==> config.mk <==
export PLATFORM = sky130hd
export DESIGN_NAME = multicycle_controller
export DESIGN_NICKNAME = d
export VERILOG_FILES = /design/src/rtl/multicycle_controller.sv
export SDC_FILE = /design/constraint.sdc
export NUM_CORES = 1
export LEC_CHECK = 0
export ABC_AREA = 1
export CORE_MARGIN = 2
export CORE_UTILIZATION = 46
export CTS_BUF_LIST = sky130_fd_sc_hd__clkbuf_4
export CTS_CLUSTER_DIAMETER = 100
export DETAILED_ROUTE_END_ITERATION = 10
export GPL_ROUTABILITY_DRIVEN = 0
export PLACE_DENSITY_LB_ADDON = 0.12
export SLEW_MARGIN = 20
export SYNTH_ARGS = -nofsm -noshare
export SYNTH_HDL_FRONTEND = slang
export SYNTH_SLANG_ARGS = --single-unit
==> constraint.sdc <==
create_clock -name cpu_clk -period 2 [get_ports cpu_clk]
set_input_delay 0.5 -clock cpu_clk [delete_from_list [all_inputs] [get_ports cpu_clk]]
set_output_delay 0.5 -clock cpu_clk [all_outputs]
set_load 0.01 [all_outputs]
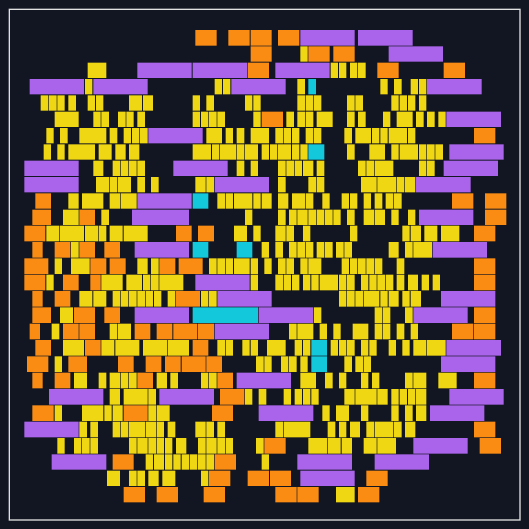
Fig. 1. Placement by cell class.
Drawn at 6 px/um.
legend:
  other buffers and delay cells:
    colour: orange
    cells: 86
  clock drivers and dummy loads:
    colour: cyan
    cells: 8
  all other logic:
    colour: yellow
    cells: 406
  flip-flops:
    colour: purple
    cells: 45
core area: 0.00635 mm^2
Finished Cell Area: 0.00399 mm^2

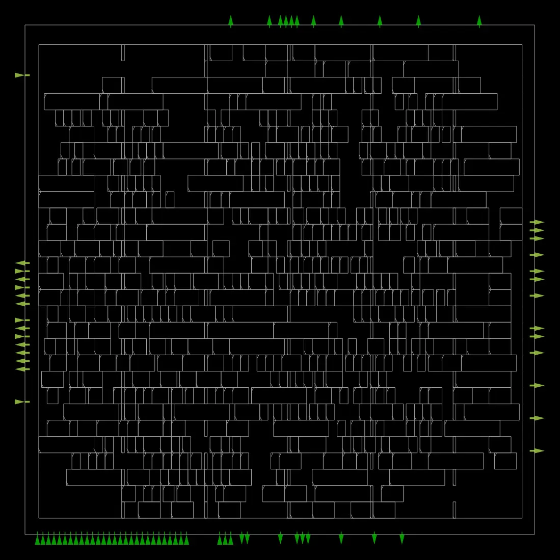
Fig. 2. Cell placement.
tapcells inserted: 77
Non-Filler Instances: 622

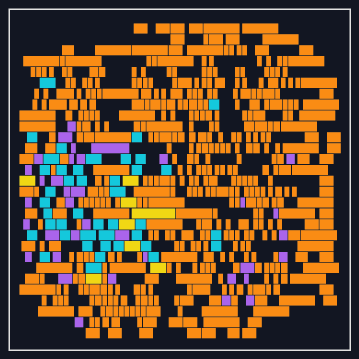
Fig. 3. Sizing map.
Drawn at 4 px/um.
legend:
  drive 1 or less:
    colour: orange
    cells: 459
    share: 84%
  drive 6 and up:
    colour: yellow
    cells: 8
    share: 1.5%
  drive 2:
    colour: purple
    cells: 36
    share: 6.6%
  drive 3 to 4:
    colour: cyan
    cells: 42
    share: 7.7%
Non-clk bufs: 86
final worst slack: -0.0841 ns
P&R area growth vs syn: 32.5%

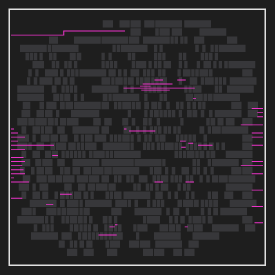
Fig. 4. The metal 3 layer.
Drawn at 3 px/um. Cells faint in the background.
wire length on this layer: 233 um
longest straight run: 23.5 um
Vias: 3098
met3 Track Usage GR: 2.63%
Post-Route WL: 7750 um

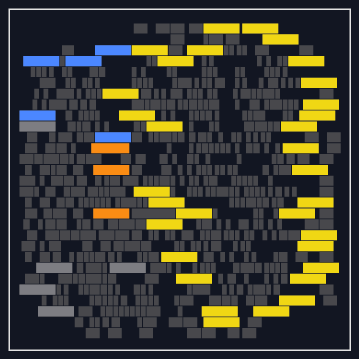
Fig. 5. Where the registers sit.
Drawn at 4 px/um.
legend:
  `state`:
    colour: orange
    sequential_cells: 3
  `instret`:
    colour: yellow
    sequential_cells: 32
  `wait_cnt_r`:
    colour: blue
    sequential_cells: 5
    where: north-west
sequential group power: 1.27 mW
Finished Core Util: 62.8%
Reg area: 0.00113 mm^2

==> impl_metrics.json <==
{
  "status": "finished with violations",
  "violations": "setup timing",
  "logic_area_mm2": 0.00176,
  "seqPwrFrac_pct": 40.2,
  "yosysWarningCount": 0,
  "tritoncts": "done",
  "post_drt_wl_per_cell_um": 12.5,
  "yosys_cells": 456,
  "ys_seq_share_pct": 37.4,
  "drive_gt1_share_pct": 15.8,
  "synth_flop_count": 45,
  "openroad.warnings": 54,
  "switching_share_pct": 37.8,
  "drv_cap": 0,
  "largest_reg_flops": 32,
  "rows": 29,
  "fp_util_pct": 47.4,
  "ctsHoldBuffers": 0,
  "clock_latency_ns": 0.36,
  "net-switching-power_mw": 1.20,
  "max-clock-path-buffers": 2,
  "cts_root_buf": "clkbuf_4",
  "io_pins": 79,
  "ff2ff_setup_slack_ns": 0.29,
  "die-area_mm2": 0.00720,
  "cp-start-kind": "register",
  "hold_violations": 0,
  "crit_path_top_delay_cell": "dfrtp_1",
  "finalClockPeriodUsage_pct": 104,
  "r2r_cells": 10,
  "path_buffers": 3,
  "rsz0062_at_grt": "true",
  "portBuffers": 53,
  "worst_slack_ns": -0.0841,
  "p_int_mw": 1.97,
  "grt_usage_pct": 22.4,
  "ys_types": 28,
  "crit_fanout": 3,
  "cts_buffers": 5,
  "fmax_mhz": 480,
  "htreeDepth": 2,
  "critical-path-top-delay-family": "simple AND/OR/NAND/NOR gates",
  "totalPowerFinal_mw": 3.16,
  "hold_slack_ns": 0.535,
  "dp_cells": 604,
  "clk_pin_slew_worst_paths_ns": 0.14,
  "ir_worst_vdd_v": 0.000508,
  "pre_cts_slack_ns": -0.516,
  "hold_depth": 2,
  "crit_top_cell": "nor2_4",
  "final_cell_mix": "nand2_1 (195), nor2_1 (54), dfrtp_1 (44), clkdlybuf4s50_1 (43), inv_1 (32)",
  "finClkSkew_ns": 0.0160,
  "die_x_um": 84.9,
  "power.leakage_nw": 1.97,
  "hp-class": "register to register",
  "first_pass_iters": 5,
  "vias_per_cell": 4.98,
  "fin_nets": 584,
  "fillers": 577,
  "crit_chain": "buf_4, nor2_4, nand2_2, nor2_4, inv_2, nor2_4, buf_6",
  "tightest_slew_ns": 0.567,
  "critPathArrivalTime_ns": 1.58,
  "clkPwrFrac_pct": 18.2,
  "first_iter_violations": 176,
  "fin_crit_ns": 2.08,
  "fp.dieH_um": 84.9,
  "postSynthCellCount": 456,
  "grt_pass1_wl_um": 13200,
  "cp.depth": 7,
  "slowest_delay_ns": 0.42,
  "grt_max_degree": 46,
  "cts_sinks": 45,
  "p_per_area_mw_per_mm2": 793,
  "setup_violations": 5,
  "postRouteAntennaNets": 0,
  "fp_nets": 496,
  "drc": 0,
  "antenna_found_initial": 0,
  "post_dp_cell_area_mm2": 0.00377,
  "comb_power_share_pct": 41.6,
  "worstPathRequired_ns": 1.50,
  "diodes": 0,
  "hpwl_um": 5760,
  "grt_pass1_vias": 2981,
  "tns_ns": -0.186,
  "maxSlewViolCount": 0,
  "syn_area_per_cell_um2": 6.60,
  "slew_headroom_pct": 62.2,
  "grt.overflow.total": 0,
  "synth_area_mm2": 0.00301,
  "yosys_area_mm2": 0.00301,
  "worst_setup_path_end_kind": "primary output",
  "critPathKind": "register to primary output",
  "lay_top_count": "nand2_1"
}
worst register-to-register path, delay by kind of cell (launching register included):
kind | cells | cell delay (ns)
DFF | 1 | 0.43
buffers and inverters | 4 | 0.56
and+or+nand+nor | 5 | 0.46
xor gates and xnor gates | 1 | 0.15
cell usage after synthesis (all sizes together):
master  instances  area share [%]
nand2         203              26
nor2           68             9.7
dfrtp          45              37
inv            40             5.0
nand3          19             3.3
nand3b         15             3.7
o21ai          13             2.2
xor2           13             3.8
nor3           11             2.2
nand4           7             1.5
buf             5             1.2
xnor2           5             1.5
a21oi           3            0.50
ha              3             1.2
a31oi           2            0.42
and2            1            0.21
clkinv          1            0.12
o211ai          1            0.25
or2             1            0.21
cell families after synthesis:
family	after synthesis	synth area share, %
fa+ha+maj	3	1.25
compound gates	19	3.33
xor+xnor	18	5.24
flops	45	37.4
simple gates	325	46.4
buf+inv	46	6.32
what timing repair did:
action | CTS | global route
endpoints found under the setup margin | 8 | 6
pin swaps | 5 | 10
gates resized | 46 | 11
setup buffers | 6 | 4
endpoints found under the hold margin | 0 | 0
power groups by stage:
stage,clock [mW],sequential (mW),combinational (mW)
detailed placement,0,1.29,1.15
floorplan,0,1.31,0.586
CTS,0.590,1.27,1.24
global placement,0,1.29,1.13
finish,0.575,1.27,1.31
global route,0.613,1.30,1.45
layout make-up:
type,instances,share of cell area (%)
inverter,41,3.92
multi-input combinational,365,44.1
clock buffer,6,1.13
sequential,45,28.3
clock inverter,2,0.848
tap,77,2.42
timing repair buffer,86,19.3
metal layers:
layer | wire length (um) | track usage, %
met2 | 3920 | 41.2
met4 | 161 | 7.07
met1 | 3440 | 27.3
met5 | 0 | 0
met3 | 233 | 2.63
Power figures rest on the tool's default switching activity, not on a simulated workload.
